[config.mk]
export PLATFORM = sky130hd
export DESIGN_NAME = stream_out_port
export DESIGN_NICKNAME = d
export VERILOG_FILES = /design/src/rtl/stream_out_port.sv
export SDC_FILE = /design/constraint.sdc
export NUM_CORES = 1
export LEC_CHECK = 0
export ABC_AREA = 1
export CAP_MARGIN = 20
export CORE_MARGIN = 2
export CORE_UTILIZATION = 51
export DETAILED_ROUTE_END_ITERATION = 8
export GPL_ROUTABILITY_DRIVEN = 0
export PLACE_DENSITY = 0.87
export SLEW_MARGIN = 15
export SYNTH_ARGS = -nofsm -noshare
export SYNTH_HDL_FRONTEND = slang
export SYNTH_SLANG_ARGS = --single-unit
[constraint.sdc]
create_clock -name aclk -period 5.3 [get_ports aclk]
set_input_delay 1.325 -clock aclk [delete_from_list [all_inputs] [get_ports aclk]]
set_output_delay 1.325 -clock aclk [all_outputs]
set_load 0.02 [all_outputs]
[src/rtl/stream_out_port.sv]
// Read-side video port: drains a FWFT FIFO into an AXI4-Stream video master.
// It marks frame start (tuser) and line end (tlast), and gates frames and lines for the DMA read engine.
module stream_out_port #(
  parameter int    DSIZE      = 24,
  parameter string MODE       = "ONCE",
  parameter string FRAME_SYNC = "OFF"
) (
  input  logic             aclk,
  input  logic             aresetn,
  input  logic             aclken,
  input  logic [15:0]      vactive,
  input  logic [15:0]      hactive,
  input  logic             fsync,
  input  logic             line_ready,
  input  logic             fifo_empty,
  input  logic [DSIZE-1:0] fifo_rd_data,
  output logic             fifo_rd_en,
  output logic [DSIZE-1:0] axi_tdata,
  output logic             axi_tvalid,
  input  logic             axi_tready,
  output logic             axi_tuser,
  output logic             axi_tlast,
  output logic             frame_start,
  output logic             frame_done
);

  // state     | meaning
  // IDLE      | waiting for frame go (fsync when synced) and non-zero geometry
  // LINE_WAIT | between lines; in LINE mode waits for line_ready
  // LINE_RUN  | popping the FIFO into the output register
  // DRAIN     | last beat loaded, waiting for the sink to accept it
  typedef enum logic [1:0] {IDLE, LINE_WAIT, LINE_RUN, DRAIN} state_t;

  localparam bit LINE_MODE = (MODE == "LINE");
  localparam bit SYNC_ON   = (FRAME_SYNC == "ON");

  state_t      state;
  logic [15:0] hcnt;
  logic [15:0] vcnt;
  logic [15:0] hact_l;
  logic [15:0] vact_l;
  logic        start_q;
  logic        done_q;
  logic        load;
  logic        accept;
  logic        last_pix;
  logic        last_line;
  logic        sync_ok;

  assign accept    = axi_tvalid && axi_tready;
  assign load      = aclken && (state == LINE_RUN) && !fifo_empty && (!axi_tvalid || axi_tready);
  assign last_pix  = (hcnt == hact_l - 16'd1);
  assign last_line = (vcnt == vact_l - 16'd1);
  // An fsync coinciding with the frame_done pulse is dropped; the next one is needed.
  assign sync_ok   = !SYNC_ON || (fsync && !done_q);

  assign fifo_rd_en  = load;
  assign frame_start = start_q && aclken;
  assign frame_done  = done_q && aclken;

  always_ff @(posedge aclk or negedge aresetn) begin
    if (!aresetn) begin
      state      <= IDLE;
      hcnt       <= '0;
      vcnt       <= '0;
      hact_l     <= '0;
      vact_l     <= '0;
      start_q    <= 1'b0;
      done_q     <= 1'b0;
      axi_tdata  <= '0;
      axi_tvalid <= 1'b0;
      axi_tuser  <= 1'b0;
      axi_tlast  <= 1'b0;
    end else if (aclken) begin
      start_q <= 1'b0;
      done_q  <= 1'b0;

      if (load) begin
        axi_tdata  <= fifo_rd_data;
        axi_tvalid <= 1'b1;
        axi_tuser  <= (hcnt == 16'd0) && (vcnt == 16'd0);
        axi_tlast  <= last_pix;
        if (last_pix) begin
          hcnt <= '0;
          vcnt <= vcnt + 16'd1;
        end else begin
          hcnt <= hcnt + 16'd1;
        end
      end else if (accept) begin
        axi_tvalid <= 1'b0;
        axi_tuser  <= 1'b0;
        axi_tlast  <= 1'b0;
      end

      case (state)
        IDLE: begin
          if (sync_ok && (hactive != 16'd0) && (vactive != 16'd0)) begin
            hact_l  <= hactive;
            vact_l  <= vactive;
            start_q <= 1'b1;
            state   <= LINE_WAIT;
          end
        end
        LINE_WAIT: begin
          if (!LINE_MODE || line_ready) state <= LINE_RUN;
        end
        LINE_RUN: begin
          if (load && last_pix) state <= last_line ? DRAIN : LINE_WAIT;
        end
        DRAIN: begin
          if (accept) begin
            done_q <= 1'b1;
            hcnt   <= '0;
            vcnt   <= '0;
            state  <= IDLE;
          end
        end
        default: state <= IDLE;
      endcase
    end
  end

endmodule

==> run_1/sizing.png <==
Bar = 20 µm.
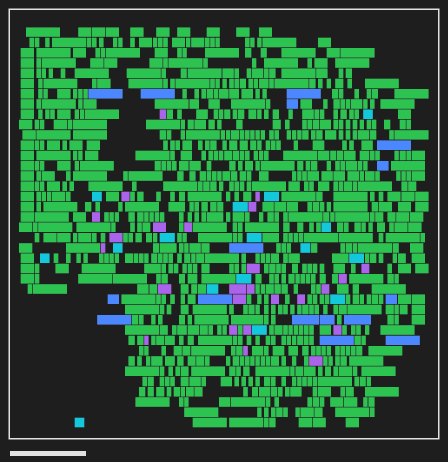
Key: blue = x6 and larger [cells 16]; cyan = x3 and x4 [cells 16]; purple = x2 [cells 25]; green = x1 and smaller [cells 900]
area delta synth->final: 21.5%
post-route cell area: 0.00740 mm²

==> run_1/ff_map.png <==
Bar = 20 µm. Other sequential cells in the stronger gray, the rest of the logic in the fainter gray.
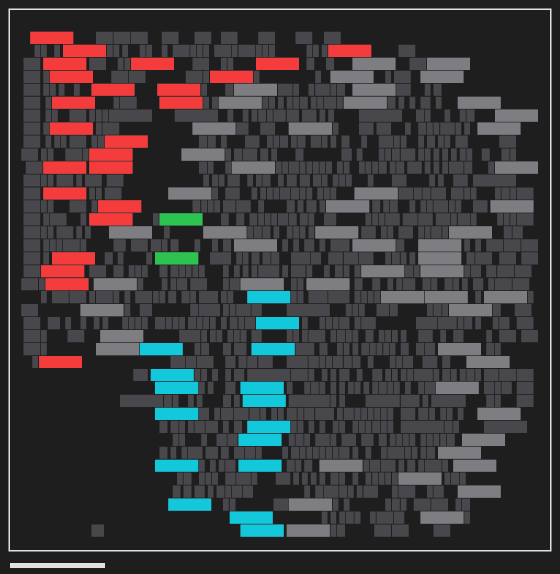
Key: red = axi_tdata [flops 24, where top left]; cyan = hcnt [flops 16]; green = state [flops 2]
Another 53 sequential cells are not colored.
Final Util: 64.3%
seq pwr: 1.23 mW

==> run_1/clock_wires.png <==
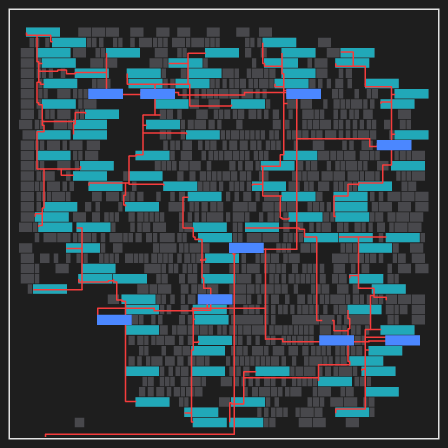
Key: blue = clock-net drivers [count 9]; cyan = flip-flops [count 95]; red = clock wires [length 1,170 µm]
Position of the flops: widely spread. There are 10 routed clock nets.
Worst Skew: 0.0104 ns
clock power share: 18.8%
Insertion Delay late pin: 0.36 ns

==> results_dict.tcl, run 1 <==
# implementation run metrics
set metrics [dict create \
    synthTopLogicFamily "simple AND/OR/NAND/NOR gates" \
    max_flop_register "axi_tdata" \
    grtUsageMet2_pct 37.0 \
    initial_core_util_pct 52.9 \
    mi_logic_area_mm2 0.00321 \
    maxSlewViolCount 0 \
    async_reset_ff_share_pct 100 \
    fin_crit_ns 4.49 \
    worstHoldPathType "flip-flop to flip-flop" \
    cts_buffer_depth 2 \
    drive_gt1_share_pct 5.96 \
    syn_inst 869 \
    synth-edff-count 0 \
    core-area_mm2 0.0115 \
    crit_top_cell "clkdlybuf4s50_1" \
    drt-met1-wl_mm 6.98 \
    r2r-end "vcnt[1]" \
    cap_viol_max_count 0 \
    ys_sh_aoi_pct 7.46 \
    wl_per_cell_um 13.7 \
    first_pass_iters 5 \
    tns_ns 0 \
    largest_reg_flops 24 \
    finalPower_mw 3.35 \
    ys_area_mm2 0.00609 \
    power.switching_mw 1.45 \
    chipArea_mm2 0.0128 \
    path_cells "clkdlybuf4s50_1 > buf_4 > inv_2 > nor3_2 > nand2_1 > inv_1 > clkdlybuf4s50_1" \
    flop_cell "dfrtp_1" \
    wl_met3_mm 1.35 \
    fa_ha_area_share_pct 1.23 \
    fp.dieW_um 113 \
    first_global_vias 5327 \
    grt_pass1_wl_mm 25.4 \
    sh_comb_area_pct 43.4 \
    finalSetupViolCount 0 \
    htreeDepth 3 \
    floorplan.nets 938 \
    crit_family "buffers and inverters" \
    lay_top_cells "nand2_1 (285), inv_1 (103), dfrtp_1 (95), nor2_1 (94), clkdlybuf4s50_1 (89)" \
    grt_max_degree 73 \
    synth_seq_share_pct 39.0 \
    clock_area_share_pct 3.86 \
    cp.depth 7 \
    grt_overflow_total 0 \
    place_area_mm2 0.00711 \
    io_pins 93 \
    synthesis.area_mm2 0.00609 \
    cts_hold_buf 0 \
    synthXorXnorAreaFrac_pct 6.86 \
    grt_use_total_pct 24.6 \
    routed-wl-met2_mm 6.53 \
    status "finished clean" \
    worst_pin_slew_ns 0.947 \
    reg2reg_depth 15 \
    holdWs_ns 0.485 \
    end_kind "output port" \
    nClkBuffers 9 \
    buf_share_pct 12.7 \
    highest_layer "met4" \
    diodes 0 \
    regArea_mm2 0.00238 \
    combPwrFrac_pct 44.5 \
    switching_share_pct 43.1 \
    nMultiInputCombCells 642 \
    antenna_found_initial 0 \
    fin_nets 1021 \
    finalHoldViolCount 0 \
    drt-total-wl_mm 15.1 \
    postCtsSetupRepairBufs 0 \
    crit_path_start_kind "input pin" \
    r2r-start "hact_l[0]" \
    synth_cell_types 40 \
    pre_cts_ws_ns 0.815 \
    powerComb_mw 1.49 \
    cts.sinks 95 \
    die_y_um 113 \
    clock_power_mw 0.631 \
    grt_use_met3_pct 7.12 \
    flop-count 95 \
    ant_nets 0 \
    tap_cells 143 \
    ys_top_cells_by_area "dfrtp_1 (39%), nand2_1 (18%), inv_1 (6.3%)" \
    r2r_setup_slack_ns 2.82 \
    cp_max_fo 19 \
    mux_area_share_pct 0 \
    ys_cells 869 \
    p_seq_share_pct 36.7 \
    layout_top_cell "nand2_1" \
    vias_per_cell 5.28 \
    critical_path_buf_inv_count 5 \
    slew_headroom_pct 36.9 \
    inverters_excl_clock 108 \
    fillCellCount 994 \
    vias 5807 \
    largest_cell_class "combinational gates" \
    dp_hpwl_mm 10.9 \
    final_cells 1100 \
    synth_top_area_share_pct 39.0 \
    fmax_mhz 223 \
    crit_arrival_ns 3.16 \
    ys.flops 95 \
    min_period_over_period_pct 84.7 \
    syn_avg_cell_area_um2 7.01 \
    yosysTopAreaCell "dfrtp_1" \
    seq_share_pct 32.1 \
    hold_path_end "axi_tdata[23]" \
    cts_buffers 9 \
    top_cell "nand2_1" \
    slowest_delay_ns 0.62 \
    cts_resized 0 \
    grt_use_met1_pct 35.4 \
    dpl.cell_count 1084 \
    internal_power_mw 1.91 \
    drc 0 \
    path_class "input pin to output port" \
    ys_sh_simple_pct 37.1 \
    cts_tree "built" \
    top_cells_by_count "nand2_1 (285), inv_1 (103), dfrtp_1 (95), nor2_1 (94), nand3_1 (48)" \
    power_leader "combinational logic" \
    vdd_drop_max_mv 0.355 \
    drt_iter0_drc 643 \
    n_all_buffers 96 \
    leakage_nw 3.71 \
    worstHoldStart "axi_tdata[23]" \
    warnings 30 \
    timing.final.ws_setup_ns 0.813 \
    cts-root-buf "clkbuf_16" \
    cp-endpoint "fifo_rd_en" \
]
==> run_1/route_heat.png <==
The die is cut into 23 by 23 equal tiles; dark blue is low, red is high, scaled to the fullest tile. Values are wire area over tile area, all layers added.
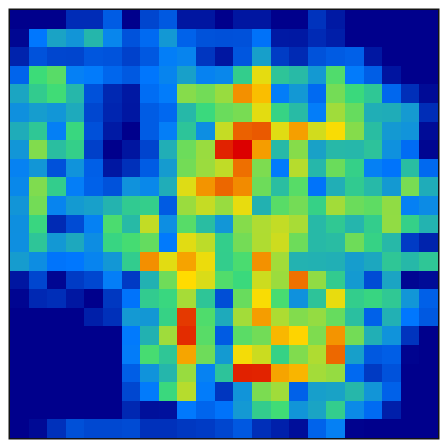

--- run 2 (diff from run 1) ---
--- a/config.mk
+++ b/config.mk
@@ -8,10 +8,10 @@
 export ABC_AREA = 1
 export CAP_MARGIN = 20
 export CORE_MARGIN = 2
-export CORE_UTILIZATION = 51
+export CORE_UTILIZATION = 50
 export DETAILED_ROUTE_END_ITERATION = 8
 export GPL_ROUTABILITY_DRIVEN = 0
-export PLACE_DENSITY = 0.87
+export PLACE_DENSITY = 0.89
 export SLEW_MARGIN = 15
 export SYNTH_ARGS = -nofsm -noshare
 export SYNTH_HDL_FRONTEND = slang
==> constraint.sdc (replaced) <==
create_clock -name aclk -period 3.9 [get_ports aclk]
set_input_delay 0.975 -clock aclk [delete_from_list [all_inputs] [get_ports aclk]]
set_output_delay 0.975 -clock aclk [all_outputs]
set_load 0.02 [all_outputs]
==> run_2/route_heat.png <==
The die is cut into 23 by 23 equal tiles; dark blue is low, red is high, scaled to the fullest tile. Values are wire area over tile area, all layers added.
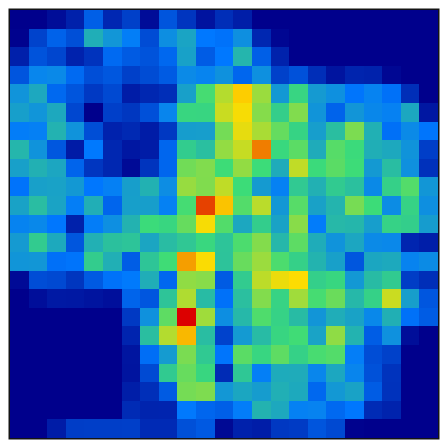
17% of the tiles are nearly empty. The fullest tile reaches 0.68. The emptiest ninth of the die: bottom left.
GRT Overall Usage: 24.3%
average wire per standard cell: 13.6 µm
final wirelength: 15.0 mm

==> run_2/clock_wires.png <==
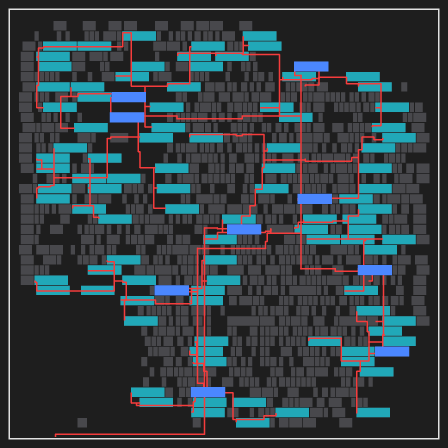
Key: red = clock wires [length 1,180 µm]; blue = clock-net drivers [count 9]; cyan = flip-flops [count 95]
Position of the flops: widely spread.

==> run_2/placed.png <==
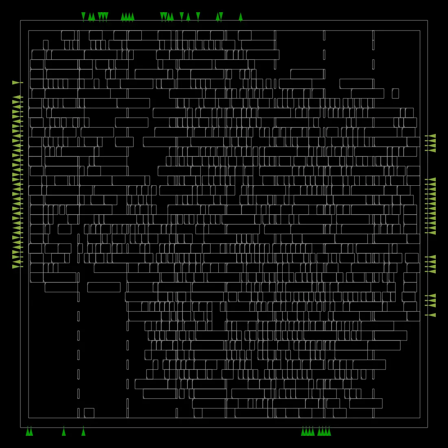
Final Util: 62.1%
Core Area: 0.0120 mm²
fill cell count: 992

==> results_dict.tcl, run 2 <==
# implementation run metrics
set metrics [dict create \
    status "finished clean" \
    postCtsSetupRepairBufs 0 \
    r2r_setup_slack_ns 1.49 \
    grt_use_met3_pct 5.45 \
    floorplan.nets 938 \
    min_period_over_period_pct 91.1 \
    p_seq_share_pct 36.9 \
    synthToLayoutAreaGrowth_pct 22.0 \
    synthesis.area_mm2 0.00609 \
    fin_nets 1022 \
    wl_met3_mm 1.17 \
    fp.dieW_um 114 \
    fin_worst_skew_ns 0.0114 \
    grt_use_met1_pct 34.3 \
    fa_ha_area_share_pct 1.23 \
    finalSetupViolCount 0 \
    layout_top_cell "nand2_1" \
    crit_top_cell "clkdlybuf4s50_1" \
    async_reset_ff_share_pct 100 \
    clock.latency.late_pin_ns 0.36 \
    ys_top_cells_by_area "dfrtp_1 (39%), nand2_1 (18%), inv_1 (6.3%)" \
    cts_buffer_depth 2 \
    critical_path_buf_inv_count 4 \
    clock_power_mw 0.859 \
    clockPowerShare_pct 18.9 \
    vias_per_cell 5.29 \
    finalInstanceArea_mm2 0.00743 \
    clock_area_share_pct 3.91 \
    mux_area_share_pct 0 \
    place_area_mm2 0.00714 \
    mi_logic_area_mm2 0.00321 \
    drc 0 \
    drt_iter0_drc 662 \
    flop-count 95 \
    timing.final.ws_setup_ns 0.346 \
    fmax_mhz 281 \
    yosysTopAreaCell "dfrtp_1" \
    power.switching_mw 1.94 \
    io_pins 93 \
    synthTopLogicFamily "simple AND/OR/NAND/NOR gates" \
    sh_comb_area_pct 43.2 \
    worst_pin_slew_ns 0.825 \
    flop_cell "dfrtp_1" \
    grt_pass1_wl_mm 25.4 \
    grt_overflow_total 0 \
    fin_crit_ns 3.55 \
    path_class "input pin to output port" \
    slowest_delay_ns 0.61 \
    syn_inst 869 \
    cts_tree "built" \
    buf_share_pct 13.0 \
    holdWs_ns 0.482 \
    cp_max_fo 8 \
    die_y_um 114 \
    combPwrFrac_pct 44.3 \
    ys_sh_aoi_pct 7.46 \
    cap_viol_max_count 0 \
    final_cells 1105 \
    lay_top_cells "nand2_1 (285), inv_1 (103), dfrtp_1 (95), nor2_1 (94), clkdlybuf4s50_1 (89)" \
    hold_path_end "axi_tdata[21]" \
    regArea_mm2 0.00238 \
    routed-wl-met2_mm 6.65 \
    synth_cell_types 40 \
    worstHoldPathType "flip-flop to flip-flop" \
    cts_buffers 9 \
    n_all_buffers 97 \
    top_cells_by_count "nand2_1 (285), inv_1 (103), dfrtp_1 (95), nor2_1 (94), nand3_1 (48)" \
    cp.depth 6 \
    power_leader "combinational logic" \
    initial_core_util_pct 50.9 \
    warnings 30 \
    vdd_drop_max_mv 0.367 \
    end_kind "output port" \
    pre_cts_ws_ns 0.361 \
    crit_path_start_kind "input pin" \
    ys_cells 869 \
    switching_share_pct 42.6 \
    ys_area_mm2 0.00609 \
    cts-root-buf "clkbuf_16" \
    crit_arrival_ns 2.58 \
    powerSeq_mw 1.68 \
    syn_avg_cell_area_um2 7.01 \
    nMultiInputCombCells 642 \
    powerComb_mw 2.01 \
    tns_ns 0 \
    leakage_nw 3.72 \
    grtUsageMet2_pct 37.4 \
    dp_hpwl_mm 11.0 \
    synth-edff-count 0 \
    worstHoldStart "axi_tdata[21]" \
    crit_family "buffers and inverters" \
    highest_layer "met4" \
    cts_resized 0 \
    tap_cells 147 \
    dpl.cell_count 1089 \
    inverters_excl_clock 108 \
    internal_power_mw 2.61 \
    chipArea_mm2 0.0131 \
    synth_seq_share_pct 39.0 \
    top_cell "nand2_1" \
    ant_nets 0 \
    finalPower_mw 4.55 \
    finalHoldViolCount 0 \
    first_global_vias 5405 \
    r2r-start "hact_l[0]" \
    grt_max_degree 66 \
    vias 5844 \
    r2r-end "vcnt[1]" \
    first_pass_iters 5 \
    largest_reg_flops 24 \
    ys.flops 95 \
    slew_headroom_pct 45.0 \
    htreeDepth 3 \
    ys_sh_simple_pct 37.1 \
    synthXorXnorAreaFrac_pct 6.86 \
    maxSlewViolCount 0 \
]
--- run 3 (diff from run 2) ---
--- a/config.mk
+++ b/config.mk
@@ -6,7 +6,7 @@
 export NUM_CORES = 1
 export LEC_CHECK = 0
 export ABC_AREA = 1
-export CAP_MARGIN = 20
+export CAP_MARGIN = 30
 export CORE_MARGIN = 2
 export CORE_UTILIZATION = 50
 export DETAILED_ROUTE_END_ITERATION = 8
==> run_3/ff_map.png <==
Bar = 20 µm. Other sequential cells in the stronger gray, the rest of the logic in the fainter gray.
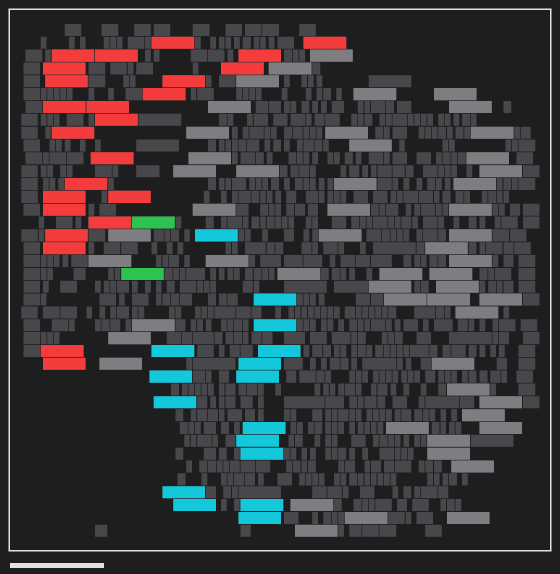
register area: 0.00238 mm²
seq pwr: 1.68 mW

==> run_3/clock_wires.png <==
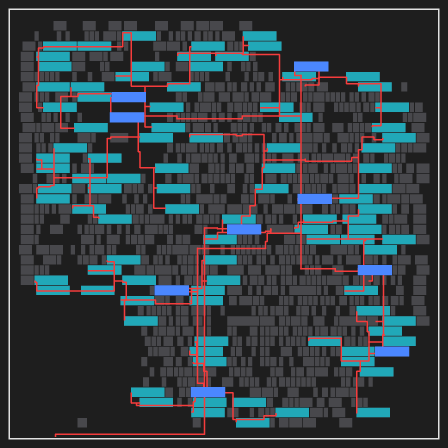
Key: blue = clock-net drivers [count 9]; red = clock wires [length 1,180 µm]; cyan = flip-flops [count 95]
There are 10 routed clock nets. Position of the flops: widely spread.
Worst Skew: 0.0114 ns
clock power share: 18.9%
clock group total power: 0.859 mW

==> results_dict.tcl, run 3 <==
# implementation run metrics
set metrics [dict create \
    drt-total-wl_mm 15.0 \
    fmax_mhz 281 \
    buf_share_pct 13.0 \
    synth_seq_share_pct 39.0 \
    pre_cts_ws_ns 0.361 \
    ant_nets 0 \
    holdWs_ns 0.482 \
    status "finished clean" \
    fin_util_pct 62.1 \
    cts_resized 0 \
    combPwrFrac_pct 44.3 \
    slew_headroom_pct 45.0 \
    path_cells "clkdlybuf4s50_1 > inv_2 > nor3_2 > nand2_1 > inv_1 > clkdlybuf4s50_1" \
    yosysTopAreaCell "dfrtp_1" \
    r2r_setup_slack_ns 1.49 \
    cts_buffers 9 \
    path_class "input pin to output port" \
    maxSlewViolCount 0 \
    dp_hpwl_mm 11.0 \
    ys_sh_simple_pct 37.1 \
    powerComb_mw 2.01 \
    internal_power_mw 2.61 \
    drt_iter0_drc 662 \
    finalPower_mw 4.55 \
    highest_layer "met4" \
    flop_cell "dfrtp_1" \
    ys_top_cells_by_area "dfrtp_1 (39%), nand2_1 (18%), inv_1 (6.3%)" \
    worstHoldStart "axi_tdata[21]" \
    fa_ha_area_share_pct 1.23 \
    inverters_excl_clock 108 \
    mux_area_share_pct 0 \
    initial_core_util_pct 50.9 \
    p_seq_share_pct 36.9 \
    fin_crit_ns 3.55 \
    fin_nets 1022 \
    worstHoldPathType "flip-flop to flip-flop" \
    r2r-end "vcnt[1]" \
    postCtsSetupRepairBufs 0 \
    cap_viol_max_count 0 \
    worst_pin_slew_ns 0.825 \
    nMultiInputCombCells 642 \
    grt_use_met1_pct 34.3 \
    top_cell "nand2_1" \
    crit_arrival_ns 2.58 \
    min_period_over_period_pct 91.1 \
    slowest_delay_ns 0.61 \
    vdd_drop_max_mv 0.367 \
    floorplan.nets 938 \
    io_pins 93 \
    top_cells_by_count "nand2_1 (285), inv_1 (103), dfrtp_1 (95), nor2_1 (94), nand3_1 (48)" \
    power.switching_mw 1.94 \
    wl_per_cell_um 13.6 \
    crit_path_start_kind "input pin" \
    syn_avg_cell_area_um2 7.01 \
    synthToLayoutAreaGrowth_pct 22.0 \
    tns_ns 0 \
    crit_top_cell "clkdlybuf4s50_1" \
    cp_max_fo 8 \
    synth-edff-count 0 \
    ys_area_mm2 0.00609 \
    ys_sh_aoi_pct 7.46 \
    drc 0 \
    ys_cells 869 \
    grt_use_total_pct 24.3 \
    synthesis.area_mm2 0.00609 \
    layout_top_cell "nand2_1" \
    grt_pass1_wl_mm 25.4 \
    clock.latency.late_pin_ns 0.36 \
    critical_path_buf_inv_count 4 \
    grt_overflow_total 0 \
    cts_buffer_depth 2 \
    warnings 30 \
    syn_inst 869 \
    synthTopLogicFamily "simple AND/OR/NAND/NOR gates" \
    first_pass_iters 5 \
    routed-wl-met2_mm 6.65 \
    cts-root-buf "clkbuf_16" \
    async_reset_ff_share_pct 100 \
    fp.dieW_um 114 \
    ys.flops 95 \
    mi_logic_area_mm2 0.00321 \
    cp.depth 6 \
    grtUsageMet2_pct 37.4 \
    cts_tree "built" \
    grt_use_met3_pct 5.45 \
    timing.final.ws_setup_ns 0.346 \
    first_global_vias 5405 \
    end_kind "output port" \
    vias 5844 \
    die_y_um 114 \
    finalSetupViolCount 0 \
    vias_per_cell 5.29 \
    synth_cell_types 40 \
    r2r-start "hact_l[0]" \
    synthXorXnorAreaFrac_pct 6.86 \
    grt_max_degree 66 \
    hold_path_end "axi_tdata[21]" \
    finalHoldViolCount 0 \
    leakage_nw 3.72 \
    n_all_buffers 97 \
    switching_share_pct 42.6 \
    place_area_mm2 0.00714 \
]
==> run_3/placed.png <==
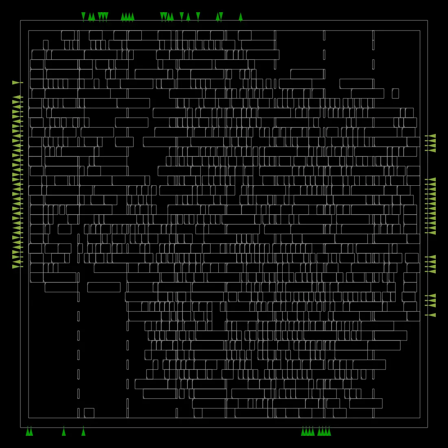
sequential cell count: 95
final std cells w/o fill: 1,105
Placement Rows: 40
# Taps: 147
flop share of the area: 32.0%

No activity file was given, so power comes from the tool's default toggle rates.
